**Run 1: drive-strength map**

(3 px per um)
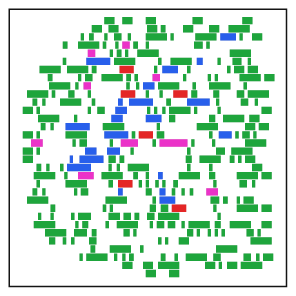
**Run 1: power grid**

(4 px per um) Pins as bars on the die edge.
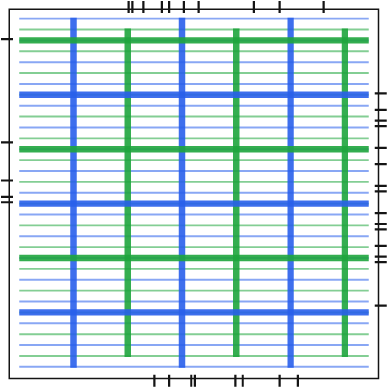
**Run 1: signal metal coverage by tile**

(4 px per um) 18 x 18 tiles, from dark purple (low) to yellow (high), scaled to the fullest tile. Values are wire area over tile area, all layers added.
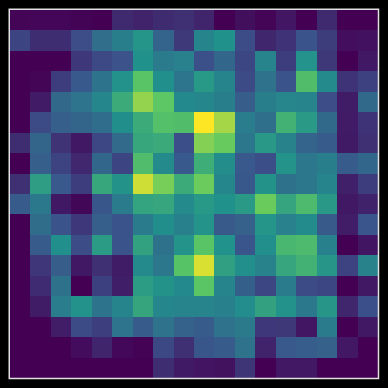
File: src/rtl/restoring_divider_seq_pkg.sv
// restoring_divider_seq_pkg: shared FSM state encoding and defaults for the divide unit
package restoring_divider_seq_pkg;
    localparam int DEF_WIDTH = 8;
    typedef enum logic [1:0] {ST_IDLE, ST_RUN, ST_FIN} state_t;
    function automatic int cnt_w(input int width);
        return $clog2(width + 1);
    endfunction
endpackage

File: src/rtl/restoring_divider_seq_if.sv
// restoring_divider_seq_if: start/busy/done handshake and operand/result bus of the divider
//   master: drives i_start, i_dividend, i_divisor; observes o_busy, o_done, o_quotient, o_remainder, o_div_by_zero
//   slave : the divider side of the same signals
interface restoring_divider_seq_if import restoring_divider_seq_pkg::*; #(parameter int WIDTH = DEF_WIDTH);
    logic             i_start;
    logic [WIDTH-1:0] i_dividend;
    logic [WIDTH-1:0] i_divisor;
    logic             o_busy;
    logic             o_done;
    logic [WIDTH-1:0] o_quotient;
    logic [WIDTH-1:0] o_remainder;
    logic             o_div_by_zero;
    modport master (output i_start, i_dividend, i_divisor,
                    input  o_busy, o_done, o_quotient, o_remainder, o_div_by_zero);
    modport slave  (input  i_start, i_dividend, i_divisor,
                    output o_busy, o_done, o_quotient, o_remainder, o_div_by_zero);
endinterface

File: src/rtl/restoring_divider_seq_sub.sv
// ripple_subtractor_n: N-bit full-subtractor chain, i_in1 - i_in2 - i_bin -> o_diff with borrow-out o_bout
module ripple_subtractor_n #(parameter int N = 9) (
    input  logic [N-1:0] i_in1,
    input  logic [N-1:0] i_in2,
    input  logic         i_bin,
    output logic [N-1:0] o_diff,
    output logic         o_bout
);
    logic [N:0] w_b;
    assign w_b[0] = i_bin;
    for (genvar i = 0; i < N; i++) begin : g_fs
        assign o_diff[i] = i_in1[i] ^ i_in2[i] ^ w_b[i];
        assign w_b[i+1]  = (~i_in1[i] & i_in2[i]) | (~(i_in1[i] ^ i_in2[i]) & w_b[i]);
    end
    assign o_bout = w_b[N];
endmodule

File: src/rtl/restoring_divider_seq.sv
// restoring_divider_seq: sequential unsigned restoring divider, one quotient bit per clock
//   clk, rst : clock and synchronous active-high reset
//   bus      : slave side of restoring_divider_seq_if (start/operands in, busy/done/results out)
module restoring_divider_seq import restoring_divider_seq_pkg::*; #(parameter int WIDTH = DEF_WIDTH) (
    input logic                    clk,
    input logic                    rst,
    restoring_divider_seq_if.slave bus
);
    localparam int CW = cnt_w(WIDTH);
    localparam logic [CW-1:0] CNT_INIT = CW'(WIDTH);
    state_t           r_state;
    logic [CW-1:0]    r_cnt;
    logic [WIDTH-1:0] r_rem, r_q, r_div, r_quo, r_rmd;
    logic             r_busy, r_done, r_dbz;
    logic [WIDTH:0]   w_shift, w_diff;
    logic [WIDTH-1:0] w_rem_nxt, w_q_nxt;
    logic             w_bout, w_zero, w_unused;
    // Shifted partial remainder needs WIDTH+1 bits: it can reach 2*divisor-1.
    assign w_shift = {r_rem, r_q[WIDTH-1]};
    ripple_subtractor_n #(.N(WIDTH + 1)) u_sub (
        .i_in1  (w_shift),
        .i_in2  ({1'b0, r_div}),
        .i_bin  (1'b0),
        .o_diff (w_diff),
        .o_bout (w_bout)
    );
    // On borrow the shifted value is below divisor, so its top bit is zero and truncation is safe.
    assign w_rem_nxt = w_bout ? w_shift[WIDTH-1:0] : w_diff[WIDTH-1:0];
    assign w_q_nxt   = {r_q[WIDTH-2:0], ~w_bout};
    assign w_zero    = bus.i_divisor == '0;
    assign w_unused  = w_diff[WIDTH];
    always_ff @(posedge clk) begin
        if (rst) begin
            r_state <= ST_IDLE;
            r_cnt   <= '0;
            r_rem   <= '0;
            r_q     <= '0;
            r_div   <= '0;
            r_quo   <= '0;
            r_rmd   <= '0;
            r_busy  <= 1'b0;
            r_done  <= 1'b0;
            r_dbz   <= 1'b0;
        end else begin
            r_done <= 1'b0;
            case (r_state)
                ST_IDLE: if (bus.i_start) begin
                    r_state <= w_zero ? ST_FIN : ST_RUN;
                    r_busy  <= ~w_zero;
                    r_done  <= w_zero;
                    r_dbz   <= w_zero;
                    r_quo   <= w_zero ? '1 : '0;
                    r_rmd   <= w_zero ? bus.i_dividend : '0;
                    r_rem   <= '0;
                    r_q     <= bus.i_dividend;
                    r_div   <= bus.i_divisor;
                    r_cnt   <= CNT_INIT;
                end
                ST_RUN: begin
                    r_rem <= w_rem_nxt;
                    r_q   <= w_q_nxt;
                    r_cnt <= r_cnt - 1'b1;
                    // Results are registered on the last step so done and data appear together in FIN.
                    if (r_cnt == CW'(1)) begin
                        r_state <= ST_FIN;
                        r_busy  <= 1'b0;
                        r_done  <= 1'b1;
                        r_quo   <= w_q_nxt;
                        r_rmd   <= w_rem_nxt;
                    end
                end
                default: r_state <= ST_IDLE;
            endcase
        end
    end
    assign bus.o_busy        = r_busy;
    assign bus.o_done        = r_done;
    assign bus.o_quotient    = r_quo;
    assign bus.o_remainder   = r_rmd;
    assign bus.o_div_by_zero = r_dbz;
endmodule

File: src/flat_wrapper.sv
// flat-port wrapper written by rule: the top's interface ports become plain ports
module restoring_divider_seq_flat import restoring_divider_seq_pkg::*;
#(parameter int WIDTH = DEF_WIDTH)
  (clk, rst, bus_i_start, bus_i_dividend, bus_i_divisor, bus_o_busy, bus_o_done, bus_o_quotient, bus_o_remainder, bus_o_div_by_zero);
  restoring_divider_seq_if #(.WIDTH(WIDTH)) bus_i ();
  input logic clk;
  input logic rst;
  input wire logic [$bits(bus_i.i_start)-1:0] bus_i_start;
  input wire logic [$bits(bus_i.i_dividend)-1:0] bus_i_dividend;
  input wire logic [$bits(bus_i.i_divisor)-1:0] bus_i_divisor;
  output wire logic [$bits(bus_i.o_busy)-1:0] bus_o_busy;
  output wire logic [$bits(bus_i.o_done)-1:0] bus_o_done;
  output wire logic [$bits(bus_i.o_quotient)-1:0] bus_o_quotient;
  output wire logic [$bits(bus_i.o_remainder)-1:0] bus_o_remainder;
  output wire logic [$bits(bus_i.o_div_by_zero)-1:0] bus_o_div_by_zero;
  assign bus_i.i_start = bus_i_start;
  assign bus_i.i_dividend = bus_i_dividend;
  assign bus_i.i_divisor = bus_i_divisor;
  assign bus_o_busy = bus_i.o_busy;
  assign bus_o_done = bus_i.o_done;
  assign bus_o_quotient = bus_i.o_quotient;
  assign bus_o_remainder = bus_i.o_remainder;
  assign bus_o_div_by_zero = bus_i.o_div_by_zero;
  restoring_divider_seq #(.WIDTH(WIDTH)) u_core (.clk(clk), .rst(rst), .bus(bus_i));
endmodule
File: config.mk
export PLATFORM = sky130hd
export DESIGN_NAME = restoring_divider_seq_flat
export DESIGN_NICKNAME = d
export VERILOG_FILES = /design/src/rtl/restoring_divider_seq_pkg.sv /design/src/rtl/restoring_divider_seq_if.sv /design/src/rtl/restoring_divider_seq_sub.sv /design/src/rtl/restoring_divider_seq.sv /design/src/flat_wrapper.sv
export SDC_FILE = /design/constraint.sdc
export NUM_CORES = 1
export LEC_CHECK = 0
export CAP_MARGIN = 25
export CELL_PAD_IN_SITES_DETAIL_PLACEMENT = 1
export CELL_PAD_IN_SITES_GLOBAL_PLACEMENT = 2
export CORE_MARGIN = 2
export CORE_UTILIZATION = 28
export CTS_CLUSTER_DIAMETER = 60
export CTS_CLUSTER_SIZE = 12
export DETAILED_ROUTE_END_ITERATION = 7
export GPL_TIMING_DRIVEN = 0
export PLACE_DENSITY_LB_ADDON = 0.1
export SYNTH_ARGS = -nofsm -noshare
export SYNTH_HDL_FRONTEND = slang
export SYNTH_SLANG_ARGS = --single-unit
export TNS_END_PERCENT = 10
File: constraint.sdc
create_clock -name clk -period 3.8 [get_ports clk]
set_input_delay 0.76 -clock clk [delete_from_list [all_inputs] [get_ports clk]]
set_output_delay 0.76 -clock clk [all_outputs]
set_load 0.01 [all_outputs]
==> results_tabular.tex, run 1 <==
% Auto-generated results table
\begin{tabular}{lr}
\hline
Metric & Value \\
\hline
\multicolumn{2}{l}{\textbf{Clock tree}} \\
Root buf cell & clkbuf\_8 \\
Clock edge transition at the registers on the reported setup and hold paths & 0.10 ns \\
TritonCTS clock tree & built \\
Clk\_lat worst skew & 0.31 ns \\
\multicolumn{2}{l}{\textbf{Outcome}} \\
Violations in the final reports & setup timing \\
Run status & finished with violations \\
\multicolumn{2}{l}{\textbf{Critical path}} \\
Critical Path Start & u\_core.r\_q[7] \\
Critical Path End Type & flop \\
Sort of element at the start of the critical path & flop \\
Endpoint required time on the critical path & 3.98 ns \\
Reg-to-reg critical path endpoint & u\_core.bus.o\_remainder[5] \\
\multicolumn{2}{l}{\textbf{Job}} \\
Max-capacitance violation count & 0 \\
Count of warning messages emitted by the tools & 29 \\
\multicolumn{2}{l}{\textbf{Floorplan}} \\
Die area & 8450 um\^{}2 \\
\multicolumn{2}{l}{\textbf{Finish}} \\
Area added between synthesis and finish & 30.6\% \\
Antenna diode count & 0 \\
\multicolumn{2}{l}{\textbf{Global routing}} \\
Initial antenna violation count & 0 \\
First-pass GRT wire length & 10.4 mm \\
GRT Util Overall & 16.0\% \\
\multicolumn{2}{l}{\textbf{STA}} \\
Tightest Pin Transition & 0.676 ns \\
Number of hold violations in the final report & 0 \\
Finish-stage setup viols & 3 \\
Worst-case setup margin in the final layout & -0.0583 ns \\
\multicolumn{2}{l}{\textbf{Drt}} \\
Number of design-rule violations left by the first detailed-router iteration & 50 \\
\multicolumn{2}{l}{\textbf{Logic synthesis}} \\
Fraction of synthesized cell area taken by the top area cell type & 45.3\% \\
Yosys top cell by area & dfxtp\_1 \\
Total nets after synthesis & 280 \\
Netlist cell types & 33 \\
\multicolumn{2}{l}{\textbf{Worst hold path}} \\
Source of the worst hold timing path & u\_core.r\_div[4] \\
Hold path cells & 2 \\
\hline
\end{tabular}
-- 'drive-strength map' (at the start) --
color	size	cells
red	x6 and larger	6
green	x1 and smaller	261
blue	x2	23
magenta	x3 and x4	9

-- 'power grid' (at the start) --
color	net
blue	VSS
green	VDD
signal pins	38
met5 straps	6
rows	32
met1 rails	33
worst vdd ir: 166 uV
width of the die: 91.9 um
overall die height: 91.9 um
area of the placeable core: 7610 um^2

-- 'signal metal coverage by tile' (at the start) --
mean over tiles	0.12
fullest tile	0.39
emptiest ninth of the die	south-west

-- run 1: worst max-delay path by stage --
stage                                endpoint  slack, ns  cells past startpoint
floorplan           u_core.bus.o_remainder[4]       0.02                     16
global placement    u_core.bus.o_remainder[5]      -0.46                     16
detailed placement  u_core.bus.o_remainder[5]      -0.47                     16
CTS                 u_core.bus.o_remainder[5]      -0.06                     16
global route        u_core.bus.o_remainder[7]      -0.21                     17
finish              u_core.bus.o_remainder[5]      -0.06                     16
-- run 1: kinds of logic (layout without fill, tap and decap cells) --
kind of cell               Yosys count  count (layout)  synth area share (%)
adders and majority gates           10              10                  8.21
muxes                                5               5                  2.60
buffers and inverters               27              75                  4.74
and+or+nand+nor                    105             105                  21.5
AOI/OAI and AO/OA                   55              55                  17.6
DFF                                 49              49                  45.3
-- run 1: worst max-delay path, stage by stage, from the launching register on --
cell and delay [ns]:
dfxtp_2 0.35, inv_1 0.06, ha_2 0.16, inv_1 0.05
fa_2 0.34, fa_2 0.36, fa_2 0.37, fa_2 0.35
fa_2 0.34, inv_2 0.06, fa_2 0.19, fa_1 0.16
nand2b_1 0.09, clkbuf_8 0.17, mux2_4 0.33, a221oi_4 0.28
nor3_1 0.08
-- run 1: routing by layer --
metal	vias to the layer above	GRT usage [%]	part of all wire (%)
met5	-	0	0
met4	0	4.10	1.1
met3	5	2.55	2.4
met2	27	29.4	51
met1	940	19.5	46
li1	951	-	-
-- run 1: layout make-up --
class	count	area, um^2
tap	102	128
inverter	12	45.0
multi-input combinational	175	1130
clock buffer	6	72.6
clock inverter	2	10.0
sequential	49	982
fill	928	4780
timing repair buffer	40	390
buffer	15	67.6
-- run 1: placed cells by master (no fill, tap or decap), types with 6 or more instances in the layout --
| cell type | synthesis | layout |
|---|---|---|
| a31oi_1 | 9 | 9 |
| clkbuf_1 | 12 | 12 |
| nor3_1 | 6 | 6 |
| nand2_1 | 55 | 55 |
| inv_1 | 12 | 11 |
| clkbuf_8 | 0 | 6 |
| a21oi_1 | 18 | 18 |
| fa_2 | 0 | 6 |
| clkdlybuf4s50_1 | 0 | 36 |
| a211oi_1 | 10 | 10 |
| nor2_1 | 30 | 30 |
| dfxtp_1 | 49 | 48 |
-- run 1: power breakdown --
part           total [uW]  internal, uW  switching (uW)
Clock                 310           128             182
Combinational         364           172             192
Sequential            587           558            29.0
Total                1260           859             403
-- run 1: registers in the layout (all words and copies together), names as in the netlist --
name,cells
u_core.bus.o_busy,1
u_core.bus.o_div_by_zero,1
u_core.bus.o_done,1
u_core.bus.o_quotient,8
u_core.bus.o_remainder,8
u_core.r_cnt,4
u_core.r_div,8
u_core.r_q,8
u_core.r_rem,8
u_core.r_state,2
-- run 1: repair_timing --
item	4_1_cts	5_1_grt
pin swaps	1	2
gates resized	13	4
setup endpoints to repair	14	16
hold buffers	0	0
setup buffers	3	1
-- run 1: per-stage QoR --
stage	power (uW)	std cells	setup TNS [ns]	hold WS, ns	util (%)
2_1_floorplan	788	251	0	0.431	-
3_3_place_gp	913	389	-2.61	0.444	34.9
3_5_place_dp	919	389	-2.63	0.451	34.9
4_1_cts	1270	400	-0.0625	0.463	36.9
5_1_grt	1340	401	-2.05	0.483	37.2
6_report	1260	401	-0.119	0.459	37.2
## Run 2: what changed since run 1
ABC_AREA = 0   (was not set)
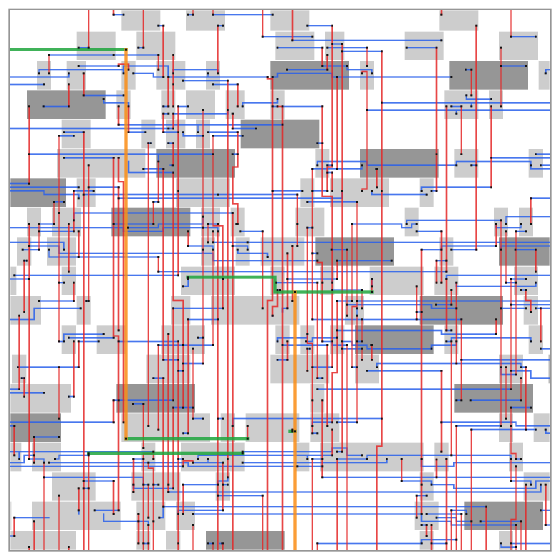
**Above:** run 2 (a small window of the routed layout).
Window x 21 to 71, y 39 to 89 um. Cells in gray, sequential cells in the stronger gray; small squares are vias.
color	layer
blue	M1
green	M3
red	M2
orange	M4
cells with their middle in the window	121
most frequent	nand2_1 (32), dfxtp_1 (16), clkdlybuf4s50_1 (9)
sequential cells in the window	17
netlist names of flops here include	u_core.r_q (5), u_core.r_rem (5), u_core.bus.o_remainder (3)

==> results_tabular.tex, run 2 <==
% Auto-generated results table
\begin{tabular}{lr}
\hline
Metric & Value \\
\hline
\multicolumn{2}{l}{\textbf{Outcome}} \\
Violations in the final reports & setup timing \\
Run status & finished with violations \\
\multicolumn{2}{l}{\textbf{Global routing}} \\
GRT Util Overall & 16.0\% \\
First-pass GRT wire length & 10.4 mm \\
Initial antenna violation count & 0 \\
\multicolumn{2}{l}{\textbf{Floorplan}} \\
Die area & 8450 um\^{}2 \\
Width of the die & 91.9 um \\
Area of the placeable core & 7610 um\^{}2 \\
Overall die height & 91.9 um \\
\multicolumn{2}{l}{\textbf{Logic synthesis}} \\
Fraction of synthesized cell area taken by the top area cell type & 45.3\% \\
Total nets after synthesis & 280 \\
Netlist cell types & 33 \\
Top cells by count & nand2\_1, dfxtp\_1, nor2\_1, a21oi\_1 \\
Yosys top cell by area & dfxtp\_1 \\
\multicolumn{2}{l}{\textbf{Critical path}} \\
Endpoint required time on the critical path & 3.98 ns \\
Critical Path End Type & flop \\
CP max FO & 5 \\
Sort of element at the start of the critical path & flop \\
\multicolumn{2}{l}{\textbf{Finish}} \\
Area added between synthesis and finish & 30.6\% \\
Area of combinational cells with multiple inputs & 1130 um\^{}2 \\
Final non-filler cell total & 401 \\
Sequential standard cell area & 982 um\^{}2 \\
Count of fill cells added during filler insertion & 928 \\
Most common logic cells in the final layout & nand2\_1, dfxtp\_1, clkdlybuf4s50\_1 \\
Antenna diode count & 0 \\
Most used logic cell in the final layout & nand2\_1 \\
\multicolumn{2}{l}{\textbf{STA}} \\
Worst-case setup margin in the final layout & -0.0583 ns \\
Number of hold violations in the final report & 0 \\
Tightest Pin Transition & 0.676 ns \\
Finish-stage setup viols & 3 \\
\multicolumn{2}{l}{\textbf{Clock tree}} \\
Clk\_lat worst skew & 0.31 ns \\
Quantity of hold-fixing buffers added after cts & 0 \\
Root buf cell & clkbuf\_8 \\
Clock edge transition at the registers on the reported setup and hold paths & 0.10 ns \\
TritonCTS clock tree & built \\
\multicolumn{2}{l}{\textbf{Power and ir drop}} \\
Overall power after layout & 1260 uW \\
\multicolumn{2}{l}{\textbf{Job}} \\
Max-capacitance violation count & 0 \\
Count of warning messages emitted by the tools & 29 \\
\multicolumn{2}{l}{\textbf{Placed design}} \\
Number of buffers inserted by port buffering & 36 \\
\hline
\end{tabular}
run 2: what timing repair did:
item / 4_1_cts / 5_1_grt
pin swaps: 1 / 2
buffers inserted: 3 / 1
setup endpoints to repair: 14 / 16
gates resized: 13 / 4
run 2: final timing paths:
check        cells past startpoint            start                         to  slack, ns
max                             16    u_core.r_q[7]  u_core.bus.o_remainder[5]      -0.06
min                              2  u_core.r_div[4]            u_core.r_div[4]       0.46
max reg2reg                     16    u_core.r_q[7]  u_core.bus.o_remainder[5]      -0.06
min reg2reg                      2  u_core.r_div[4]            u_core.r_div[4]       0.46
run 2: routing by layer:
metal  part of all wire (%)  vias up  global-route usage (%)
met3                    2.4        5                    2.55
met1                     46      940                    19.5
met5                      0        -                       0
met2                     51       27                    29.4
li1                       -      951                       -
met4                    1.1        0                    4.10
run 2: cells by family after synthesis:
kind of cell | Yosys count | share of synthesized area [%]
flops | 49 | 45.3
compound gates | 55 | 17.6
mux | 5 | 2.60
buf+inv | 27 | 4.74
simple gates | 105 | 21.5
fa+ha+maj | 10 | 8.21
run 2: cell type report:
cell class	count	area share [%]
sequential	49	34.7
multi-input combinational	175	40.0
clock buffer	6	2.57
timing repair buffer	40	13.8
buffer	15	2.39
tap	102	4.52
inverter	12	1.59
clock inverter	2	0.354
run 2: critical path, cell delays in order, from the launching register on:
cell and delay (ns):
dfxtp_2 0.35, inv_1 0.06, ha_2 0.16, inv_1 0.05, fa_2 0.34, fa_2 0.36, fa_2 0.37, fa_2 0.35
fa_2 0.34, inv_2 0.06, fa_2 0.19, fa_1 0.16, nand2b_1 0.09, clkbuf_8 0.17, mux2_4 0.33, a221oi_4 0.28
nor3_1 0.08
run 2: metrics by stage:
step | setup TNS (ns) | hold WS [ns] | setup WS, ns | util [%]
after floorplan | 0 | 0.431 | 0.0248 | -
after global placement | -2.61 | 0.444 | -0.463 | 34.9
after detailed placement | -2.63 | 0.451 | -0.466 | 34.9
after CTS | -0.0625 | 0.463 | -0.0617 | 36.9
after global routing | -2.05 | 0.483 | -0.213 | 37.2
final | -0.119 | 0.459 | -0.0583 | 37.2
run 2: power breakdown:
group	switching, uW	internal (uW)
logic	192	172
clock network	182	128
registers	29.0	558
Power figures rest on the tool's default switching activity, not on a simulated workload.
